[config.mk]
export PLATFORM = sky130hd
export DESIGN_NAME = turfio_cmd_router
export DESIGN_NICKNAME = d
export VERILOG_FILES = /design/src/rtl/turfio_cmd_router.sv
export SDC_FILE = /design/constraint.sdc
export NUM_CORES = 1
export LEC_CHECK = 0
export CAP_MARGIN = 20
export CORE_AREA = 2 2 148 150
export CTS_CLUSTER_DIAMETER = 100
export CTS_CLUSTER_SIZE = 24
export DETAILED_ROUTE_END_ITERATION = 10
export DIE_AREA = 0 0 150 152
export GPL_ROUTABILITY_DRIVEN = 0
export SYNTH_ARGS = -nofsm -noshare
export SYNTH_HDL_FRONTEND = slang
export SYNTH_SLANG_ARGS = --single-unit
[constraint.sdc]
create_clock -name wb_clk_i -period 2.8 [get_ports wb_clk_i]
set_input_delay 0.56 -clock wb_clk_i [delete_from_list [all_inputs] [get_ports wb_clk_i]]
set_output_delay 0.56 -clock wb_clk_i [all_outputs]
set_load 0.1 [all_outputs]
[src/rtl/turfio_cmd_router.sv]
// turfio_cmd_router: steers bridge command packets to one of four TURFIO links and merges their responses.
// Ports:
//   wb_clk_i, wb_rst_i        clock, synchronous active-high reset
//   link_up_i                 per-link up flags
//   s_cmd_*                   command stream from the bridge (tdest selects the link)
//   m_link_cmd_*              per-link command streams, slice i = [i*DW +: DW]
//   s_link_resp_*             per-link single-beat response streams
//   m_resp_*                  merged response stream, tuser = source link
//   drop_count_o              four 8-bit saturating dropped-packet counters, link i = [i*8 +: 8]
// Build option: define TURFIO_CMD_ROUTER_DROP_CNT_EN to build the drop counters; otherwise drop_count_o is 0.
module turfio_cmd_router #(
   parameter int DW = 32
) (
   input  logic            wb_clk_i,
   input  logic            wb_rst_i,
   input  logic [3:0]      link_up_i,
   input  logic [DW-1:0]   s_cmd_tdata,
   input  logic            s_cmd_tvalid,
   output logic            s_cmd_tready,
   input  logic [1:0]      s_cmd_tdest,
   input  logic            s_cmd_tlast,
   output logic [4*DW-1:0] m_link_cmd_tdata,
   output logic [3:0]      m_link_cmd_tvalid,
   input  logic [3:0]      m_link_cmd_tready,
   output logic [3:0]      m_link_cmd_tlast,
   input  logic [4*DW-1:0] s_link_resp_tdata,
   input  logic [3:0]      s_link_resp_tvalid,
   output logic [3:0]      s_link_resp_tready,
   output logic [DW-1:0]   m_resp_tdata,
   output logic            m_resp_tvalid,
   input  logic            m_resp_tready,
   output logic [1:0]      m_resp_tuser,
   output logic [31:0]     drop_count_o
);
   typedef enum logic [1:0] {CMD_IDLE, CMD_PASS, CMD_DROP} state_t;
   state_t     state;
   logic [1:0] dest_reg;
   logic [1:0] last_grant;
   logic [1:0] grant;
   logic       grant_vld;
   logic       free;
   logic [3:0] cand;
   // link_up_i is only consulted here, so a link dropping mid-packet never aborts it
   always_ff @(posedge wb_clk_i) begin
      if (wb_rst_i) begin
         state    <= CMD_IDLE;
         dest_reg <= 2'd0;
      end else begin
         case (state)
            CMD_IDLE: if (s_cmd_tvalid) begin
               dest_reg <= s_cmd_tdest;
               state    <= link_up_i[s_cmd_tdest] ? CMD_PASS : CMD_DROP;
            end
            CMD_PASS, CMD_DROP: if (s_cmd_tvalid && s_cmd_tready && s_cmd_tlast) state <= CMD_IDLE;
            default: state <= CMD_IDLE;
         endcase
      end
   end
   assign s_cmd_tready      = (state == CMD_PASS) ? m_link_cmd_tready[dest_reg] : (state == CMD_DROP);
   assign m_link_cmd_tvalid = (state == CMD_PASS && s_cmd_tvalid) ? 4'b0001 << dest_reg : 4'b0000;
   assign m_link_cmd_tdata  = {4{s_cmd_tdata}};
   assign m_link_cmd_tlast  = {4{s_cmd_tlast}};
   assign free = !m_resp_tvalid || m_resp_tready;
   assign cand = s_link_resp_tvalid & link_up_i;
   // Descending scan so the nearest link after last_grant wins; offset 4 wraps to last_grant itself
   always_comb begin
      grant_vld = 1'b0;
      grant     = last_grant;
      for (int k = 3; k >= 0; k--) begin
         if (cand[last_grant + 2'(k + 1)]) begin
            grant_vld = 1'b1;
            grant     = last_grant + 2'(k + 1);
         end
      end
   end
   // Down links are drained continuously so a dead TURFIO cannot block its response path
   assign s_link_resp_tready = ~link_up_i | ((free && grant_vld) ? 4'b0001 << grant : 4'b0000);
   always_ff @(posedge wb_clk_i) begin
      if (wb_rst_i) begin
         m_resp_tvalid <= 1'b0;
         m_resp_tdata  <= '0;
         m_resp_tuser  <= 2'd0;
         last_grant    <= 2'd3;
      end else if (free) begin
         m_resp_tvalid <= grant_vld;
         if (grant_vld) begin
            m_resp_tdata <= s_link_resp_tdata[grant*DW +: DW];
            m_resp_tuser <= grant;
            last_grant   <= grant;
         end
      end
   end
`ifdef TURFIO_CMD_ROUTER_DROP_CNT_EN
   logic [7:0] drop_cnt [4];
   always_ff @(posedge wb_clk_i) begin
      if (wb_rst_i) begin
         for (int i = 0; i < 4; i++) drop_cnt[i] <= 8'd0;
      end else if (state == CMD_DROP && s_cmd_tvalid && s_cmd_tlast && drop_cnt[dest_reg] != 8'hFF) begin
         drop_cnt[dest_reg] <= drop_cnt[dest_reg] + 8'd1;
      end
   end
   assign drop_count_o = {drop_cnt[3], drop_cnt[2], drop_cnt[1], drop_cnt[0]};
`else
   assign drop_count_o = 32'd0;
`endif
endmodule
==> reports/metrics.cfg <==
[outcome]
outcome=finished clean

[synth]
top_area_cell=buf_4
synthCells=511
synthFlopType=dfxtp_1
ys_cells=511
xor_area_frac=0
synthMuxAreaShare=0.0194
syn_avg_cell_area_um2=7.95
synth-edff-count=0
yosys.area.top_type_share=0.312
synth_area_mm2=0.00406
synthAoiAreaFrac=0.232
topCombFamilyByArea=buffers and inverters
synth-async-reset-ratio=0
synth_warnings=0
most_common_cell=buf_4

[worst_hold_path]
min_to=m_resp_tdata[9]
min_path_type=reg2reg
hold_start=m_resp_tdata[9]

[worst_setup_path]
critical_path.max_stage_delay_ns=0.55
critPathLaunchType=input port
crit_slowest_cell=clkdlybuf4s50_1
required_ns=2.24
path_cells=clkdlybuf4s50_1 > nand2_2 > a211o_1 > buf_4 > a22oi_4 > o21ai_4 > buf_12
cp-end-kind=output port
r2r-end=m_resp_tdata[22]
critical_path_depth=7
crit_type=in2out
ff2ff_path_depth=8
cpLargestDelayFamily=buffers and inverters

[finish]
antenna_cells=0
final_layout_size_suffix_gt1_frac=0.194
comb_area_mm2=0.00196
layout.nets=757
layout_top_cells=142 x clkdlybuf4s50_1, 64 x and3_1, 64 x buf_4
layout.cells.most_common=clkdlybuf4s50_1
largest_register_ffs=32

[timing]
fin_worst_skew_ns=0.0101
tightest_slew_ns=0.909
fmax_ghz=0.367
fin_crit_sh=0.973
final_hold_viol_count=0
holdWs_ns=0.456
finalSetupTns_ns=0
relSlewSlack=0.393
rsz0062_at_grt=no

[clocking]
cts_tree=yes
h-tree-depth=2
ctsResizeCount=6
cts_buffers=5
cts.sinks=41
clk_path_buf_depth=2
cts_hold_buffers=0

[drt]
viasPerCell=4.30
ant_nets=0
drt_iter0_drc=161
routedWlPerCell_um=17.2
vias=3680
routed_wirelength_mm=14.7

[pwr]
power.share.clock=0.191
peakVddDrop_mv=0.187
share_comb_of_total_power=0.583
power-top-group=combinational logic
pg_comb_uw=1870
seq_power_share=0.226
power.switching_uw=1620
p_clk_uw=613

[grt]
antenna_found_initial=0
grt_pass1_vias=3734
grt_overflow=0
grt_pass1_wl_mm=22.1

[die]
die_area_mm2=0.0228
die_y_um=152

[run]
warnings=29

[place]
dpl.hpwl_mm=11.3
dp_cells=847
place_ws_ns=-0.0681

-- metal layers --
metal,part of all wire,GRT usage
met1,0.41,0.145
met2,0.46,0.203
met3,0.10,0.0474
met4,0.036,0.0535
met5,0,0
-- logic make-up (layout without fill, tap and decap cells) --
| group | Yosys count | count (layout) |
|---|---|---|
| other | 1 | 32 |
| DFF | 41 | 41 |
| AOI/OAI and AO/OA | 122 | 122 |
| buffers and inverters | 206 | 240 |
| muxes | 4 | 4 |
| and+or+nand+nor | 134 | 134 |
| adders and majority gates | 3 | 3 |
-- area by class of cell --
type,count,share of cell area
Timing Repair Buffer,226,0.406
Multi-Input combinational cell,295,0.353
Sequential cell,41,0.147
Tap cell,280,0.0629
Clock buffer,5,0.0225
Clock inverter,3,0.00450
Inverter,6,0.00405
**Sizing map**

Scale: 2 px per um.
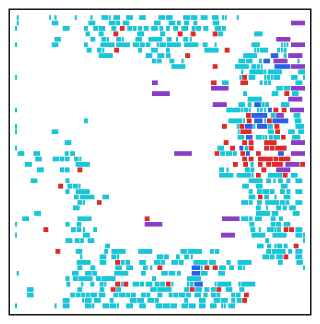
size	color	cells	share
drive 6 and up	purple	22	3.8%
drive 1 or less	cyan	464	81%
drive 3 to 4	red	73	13%
drive 2	blue	17	3.0%
Finished Cell Area: 0.00557 mm^2
worst setup margin: 0.0752 ns
area delta synth->final: 37.1%
bufs w/o clock: 226

**Port wiring**

Scale: 2 px per um.
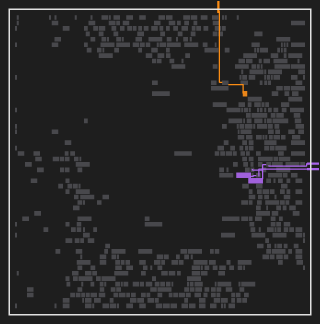
port	color	bits	direction	edge	end cells	buffers	wire
m_resp_tuser	purple	2	output	right	2	2	68.2 um
m_resp_tready	orange	1	input	top	1	1	49.6 um
IO Port Bufs: 194
io pins: 387

**Cell area per tile**

Scale: 2 px per um. The die is cut into 15 by 15 equal tiles; dark blue is low, red is high, 0 to 100% covered.
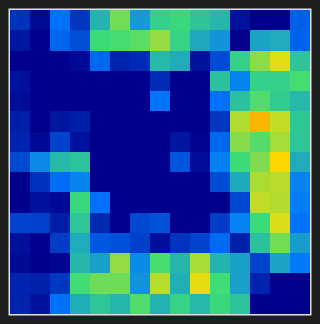
densest ninth of the die	right middle
nearly empty tiles	29%
fullest tile	79%
emptiest ninth of the die	middle
core area: 0.0214 mm^2
post-layout util: 0.261
FP Util: 0.190

**Cell placement**

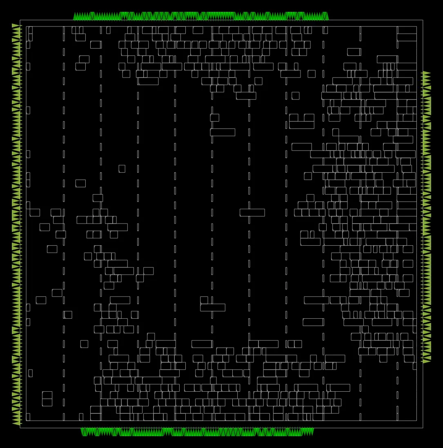
Layout Cells excl Fill: 856
Filler Cell Count: 2,370
flop share of the area: 0.147
row count: 54
tap cells: 280

Power is estimated from default activity; no workload was simulated.
